## src/rtl/multicycle_control_if.sv

```systemverilog
// multicycle_control_if: opcode/flag inputs and decoded control outputs of the multicycle controller
interface multicycle_control_if #(parameter int CNT_W = 32);
    logic [6:0]       op;
    logic             zero;
    logic             mem_ready;
    logic             PCWrite;
    logic             AdrSrc;
    logic             MemWrite;
    logic             IRWrite;
    logic             RegWrite;
    logic [1:0]       ResultSrc;
    logic [1:0]       ALUSrcA;
    logic [1:0]       ALUSrcB;
    logic [1:0]       ALUOp;
    logic [1:0]       ImmSrc;
    logic             illegal;
    logic [3:0]       state_o;
    logic [CNT_W-1:0] instret;
    modport master (
        output op, zero, mem_ready,
        input  PCWrite, AdrSrc, MemWrite, IRWrite, RegWrite, ResultSrc, ALUSrcA, ALUSrcB,
               ALUOp, ImmSrc, illegal, state_o, instret
    );
    modport slave (
        input  op, zero, mem_ready,
        output PCWrite, AdrSrc, MemWrite, IRWrite, RegWrite, ResultSrc, ALUSrcA, ALUSrcB,
               ALUOp, ImmSrc, illegal, state_o, instret
    );
endinterface

```

## src/rtl/multicycle_control.sv

```systemverilog
// multicycle_control: RISC-V multicycle main FSM with Moore control decode and retired-instruction counter
module multicycle_control #(
    parameter bit SUPPORT_JAL = 1'b1,
    parameter int CNT_W       = 32
) (
    input logic                clk,
    input logic                rst,
    multicycle_control_if.slave bus
);
    typedef enum logic [3:0] {
        S_FETCH    = 4'd0,
        S_DECODE   = 4'd1,
        S_MEMADR   = 4'd2,
        S_MEMREAD  = 4'd3,
        S_MEMWB    = 4'd4,
        S_MEMWRITE = 4'd5,
        S_EXECUTER = 4'd6,
        S_EXECUTEI = 4'd7,
        S_ALUWB    = 4'd8,
        S_BEQ      = 4'd9,
        S_JAL      = 4'd10,
        S_ILLEGAL  = 4'd11
    } state_t;
    state_t           state_q, state_d;
    logic [CNT_W-1:0] instret_q, instret_d;
    logic             retire;
    always_comb begin
        state_d = state_q;
        case (state_q)
            S_FETCH:    state_d = bus.mem_ready ? S_DECODE : S_FETCH;
            S_DECODE:
                case (bus.op)
                    7'b0000011, 7'b0100011: state_d = S_MEMADR;
                    7'b0110011:             state_d = S_EXECUTER;
                    7'b0010011:             state_d = S_EXECUTEI;
                    7'b1100011:             state_d = S_BEQ;
                    7'b1101111:             state_d = SUPPORT_JAL ? S_JAL : S_ILLEGAL;
                    default:                state_d = S_ILLEGAL;
                endcase
            S_MEMADR:   state_d = (bus.op == 7'b0000011) ? S_MEMREAD : S_MEMWRITE;
            S_MEMREAD:  state_d = bus.mem_ready ? S_MEMWB : S_MEMREAD;
            S_MEMWRITE: state_d = bus.mem_ready ? S_FETCH : S_MEMWRITE;
            S_MEMWB, S_ALUWB, S_BEQ:             state_d = S_FETCH;
            S_EXECUTER, S_EXECUTEI, S_JAL:       state_d = S_ALUWB;
            default:    state_d = state_q;
        endcase
    end
    // An instruction retires on the edge that leaves its final state for FETCH.
    assign retire    = (state_d == S_FETCH) &&
                       (state_q inside {S_MEMWB, S_MEMWRITE, S_ALUWB, S_BEQ});
    assign instret_d = instret_q + {{(CNT_W-1){1'b0}}, retire};
    always_ff @(posedge clk) begin
        if (rst) begin
            state_q   <= S_FETCH;
            instret_q <= '0;
        end else begin
            state_q   <= state_d;
            instret_q <= instret_d;
        end
    end
    always_comb begin
        bus.PCWrite   = 1'b0;
        bus.AdrSrc    = 1'b0;
        bus.MemWrite  = 1'b0;
        bus.IRWrite   = 1'b0;
        bus.RegWrite  = 1'b0;
        bus.ResultSrc = 2'b00;
        bus.ALUSrcA   = 2'b00;
        bus.ALUSrcB   = 2'b00;
        bus.ALUOp     = 2'b00;
        case (state_q)
            S_FETCH: begin
                bus.ResultSrc = 2'b10;
                bus.ALUSrcB   = 2'b10;
                bus.IRWrite   = bus.mem_ready;
                bus.PCWrite   = bus.mem_ready;
            end
            S_DECODE: begin
                bus.ALUSrcA = 2'b01;
                bus.ALUSrcB = 2'b01;
            end
            S_MEMADR, S_EXECUTEI: begin
                bus.ALUSrcA = 2'b10;
                bus.ALUSrcB = 2'b01;
                bus.ALUOp   = (state_q == S_EXECUTEI) ? 2'b10 : 2'b00;
            end
            S_MEMREAD:  bus.AdrSrc = 1'b1;
            S_MEMWB: begin
                bus.ResultSrc = 2'b01;
                bus.RegWrite  = 1'b1;
            end
            S_MEMWRITE: begin
                bus.AdrSrc   = 1'b1;
                bus.MemWrite = 1'b1;
            end
            S_EXECUTER: begin
                bus.ALUSrcA = 2'b10;
                bus.ALUOp   = 2'b10;
            end
            S_ALUWB:    bus.RegWrite = 1'b1;
            S_BEQ: begin
                bus.ALUSrcA = 2'b10;
                bus.ALUOp   = 2'b01;
                bus.PCWrite = bus.zero;
            end
            S_JAL: begin
                bus.ALUSrcA = 2'b01;
                bus.ALUSrcB = 2'b10;
                bus.PCWrite = 1'b1;
            end
            default: ;
        endcase
    end
    assign bus.ImmSrc  = (bus.op == 7'b0100011) ? 2'b01 :
                         (bus.op == 7'b1100011) ? 2'b10 :
                         (SUPPORT_JAL && bus.op == 7'b1101111) ? 2'b11 : 2'b00;
    assign bus.illegal = (state_q == S_ILLEGAL);
    assign bus.state_o = state_q;
    assign bus.instret = instret_q;
endmodule

```

## src/flat_wrapper.sv

```systemverilog
// flat-port wrapper written by rule: the top's interface ports become plain ports
module multicycle_control_flat 
#(
    parameter bit SUPPORT_JAL = 1'b1,
    parameter int CNT_W       = 32
)
  (clk, rst, bus_op, bus_zero, bus_mem_ready, bus_PCWrite, bus_AdrSrc, bus_MemWrite, bus_IRWrite, bus_RegWrite, bus_ResultSrc, bus_ALUSrcA, bus_ALUSrcB, bus_ALUOp, bus_ImmSrc, bus_illegal, bus_state_o, bus_instret);
  multicycle_control_if #(.CNT_W(CNT_W)) bus_i ();
  input logic clk;
  input logic rst;
  input wire logic [$bits(bus_i.op)-1:0] bus_op;
  input wire logic [$bits(bus_i.zero)-1:0] bus_zero;
  input wire logic [$bits(bus_i.mem_ready)-1:0] bus_mem_ready;
  output wire logic [$bits(bus_i.PCWrite)-1:0] bus_PCWrite;
  output wire logic [$bits(bus_i.AdrSrc)-1:0] bus_AdrSrc;
  output wire logic [$bits(bus_i.MemWrite)-1:0] bus_MemWrite;
  output wire logic [$bits(bus_i.IRWrite)-1:0] bus_IRWrite;
  output wire logic [$bits(bus_i.RegWrite)-1:0] bus_RegWrite;
  output wire logic [$bits(bus_i.ResultSrc)-1:0] bus_ResultSrc;
  output wire logic [$bits(bus_i.ALUSrcA)-1:0] bus_ALUSrcA;
  output wire logic [$bits(bus_i.ALUSrcB)-1:0] bus_ALUSrcB;
  output wire logic [$bits(bus_i.ALUOp)-1:0] bus_ALUOp;
  output wire logic [$bits(bus_i.ImmSrc)-1:0] bus_ImmSrc;
  output wire logic [$bits(bus_i.illegal)-1:0] bus_illegal;
  output wire logic [$bits(bus_i.state_o)-1:0] bus_state_o;
  output wire logic [$bits(bus_i.instret)-1:0] bus_instret;
  assign bus_i.op = bus_op;
  assign bus_i.zero = bus_zero;
  assign bus_i.mem_ready = bus_mem_ready;
  assign bus_PCWrite = bus_i.PCWrite;
  assign bus_AdrSrc = bus_i.AdrSrc;
  assign bus_MemWrite = bus_i.MemWrite;
  assign bus_IRWrite = bus_i.IRWrite;
  assign bus_RegWrite = bus_i.RegWrite;
  assign bus_ResultSrc = bus_i.ResultSrc;
  assign bus_ALUSrcA = bus_i.ALUSrcA;
  assign bus_ALUSrcB = bus_i.ALUSrcB;
  assign bus_ALUOp = bus_i.ALUOp;
  assign bus_ImmSrc = bus_i.ImmSrc;
  assign bus_illegal = bus_i.illegal;
  assign bus_state_o = bus_i.state_o;
  assign bus_instret = bus_i.instret;
  multicycle_control #(.SUPPORT_JAL(SUPPORT_JAL), .CNT_W(CNT_W)) u_core (.clk(clk), .rst(rst), .bus(bus_i));
endmodule
```

## config.mk

```make
export PLATFORM = sky130hd
export DESIGN_NAME = multicycle_control_flat
export DESIGN_NICKNAME = d
export VERILOG_FILES = /design/src/rtl/multicycle_control_if.sv /design/src/rtl/multicycle_control.sv /design/src/flat_wrapper.sv
export SDC_FILE = /design/constraint.sdc
export NUM_CORES = 1
export LEC_CHECK = 0
export CORE_MARGIN = 2
export CORE_UTILIZATION = 50
export CTS_BUF_LIST = sky130_fd_sc_hd__clkbuf_4 sky130_fd_sc_hd__clkbuf_8
export DETAILED_ROUTE_END_ITERATION = 8
export PLACE_DENSITY = 0.84
export SYNTH_ARGS = -nofsm -noshare
export SYNTH_HDL_FRONTEND = slang
export SYNTH_SLANG_ARGS = --single-unit
```

## constraint.sdc

```tcl
create_clock -name clk -period 10.4 [get_ports clk]
set_clock_uncertainty 0.05 [all_clocks]
set_input_delay 2.6 -clock clk [delete_from_list [all_inputs] [get_ports clk]]
set_output_delay 2.6 -clock clk [all_outputs]
set_load 0.02 [all_outputs]
```

Cell density map:
Drawn at 6 px/um. The die is cut into 7 by 7 equal tiles; dark blue is low, red is high, 0 to 100% covered.
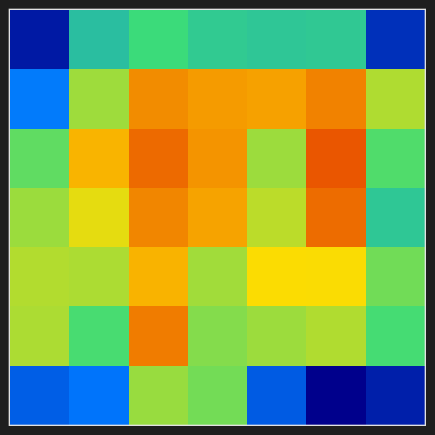
mean over tiles: 58%
fullest tile: 90%
tiles over 75% full: 27%

Nets reached from selected ports:
Drawn at 4 px/um.
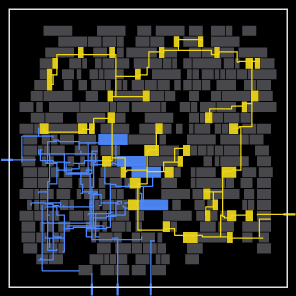
[yellow] rst | bits: 1 | direction: input | end cells: 43 | wire: 334 um
[blue] bus_state_o | bits: 4 | direction: output | end cells: 4 | wire: 517 um
IO buf count: 62
Ports: 63

Cells colored by class:
Drawn at 6 px/um.
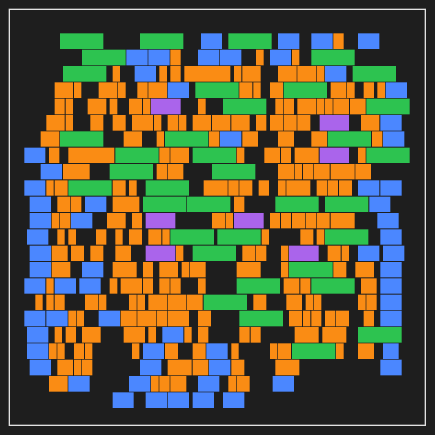
[green] flops | cells: 36 | share of their area: 26%
[purple] clock drivers and dummy loads | cells: 7 | share of their area: 3.5%
[orange] combinational and other logic | cells: 216 | share of their area: 48%
[blue] other buffers and delay cells | cells: 63 | share of their area: 23%
row count: 23
fraction of area in registers: 25.4%
Final Cell Area: 2830 um^2
Core Area: 4030 um^2

==> results.ini <==
[logic_synthesis]
yosys_register_bits=36
synth_top_cell_by_area=dfxtp_1
ys_sh_aoi_pct=12.7
syn_area_um2=2120
xor_area_share_pct=6.61
synth_stat.cells=265
ys_top_cells_by_area=dfxtp_1, nor2_1, xnor2_1
synth_cell_types=48
ys_sh_simple_pct=37.0
ys_warn_count=0
flop_cell=dfxtp_1

[min_path]
worstHoldPathCells=2

[cts]
cts-root-buf=clkbuf_8
cts_buffers=5
clock.latency.late_pin_ps=290
cts_tree=built

[power]
power.switching_mw=0.176
clockPowerShare_pct=22.5
cellLeakagePower_nw=0.935
power.share.sequential_pct=37.2
p_comb_mw=0.191
pwr.group.clock_mw=0.107

[finish]
combAreaFraction_pct=45.7
clock_area_share_pct=3.40
mi_logic_area_um2=1300
drive_above_1_share_pct=4.35
area_growth_pct=33.7
comb_cells=208
inverters_excl_clock=8
largest_reg_flops=32
num-nets-final=335

[routing]
drtIter0Drc=150
drt-total-wl_mm=5.05
drtAntennaViolNets=0
m1WireLength_mm=2.29
top_layer_used=met4
drc=0

[timing]
drv_slew=0
hold_viol_final=0
setup_viol=0
relSlewSlack_pct=55.7
tns_ps=0
period_needed_ps=7090
worst_slack_ps=3310

[setup_path]
cp.depth=4
startpoint=bus_op[3]
rrSetupSlack_ps=6840
cp-start-kind=input pin
reg2reg_to=u_core.bus.instret[30]
crit_chain=clkdlybuf4s50_1 > nor3_1 > o2111a_1 > clkdlybuf4s50_1

[grt]
use_met3_pct=6.14
track_usage_pct=21.0
grt-ovfl-total=0

[placement]
dpl-instance-area_um2=2740
pre_cts_ws_ps=3320

[flow_run]
drv_cap=0

[status]
status=finished, final reports clean

Metal 1:
Drawn at 6 px/um. Supply wires on this layer in gray.
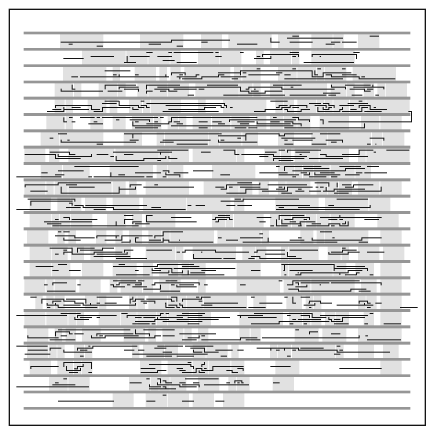
share of all routed wire: 45%
nets with wire on the layer: 282
longest straight run: 20.2 um

Cell outlines without signal wires:
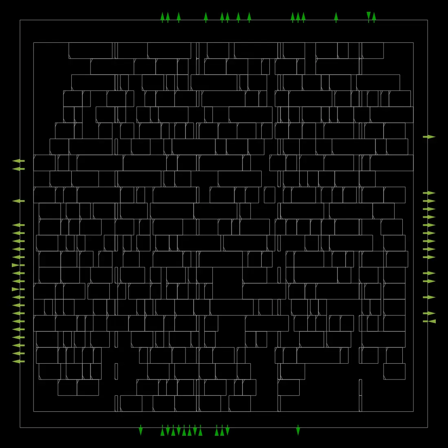
tap cells: 50
Cell Count, Final, Fillers Out: 372
Fillers: 349
registers: 36
final core utilization: 70.3%

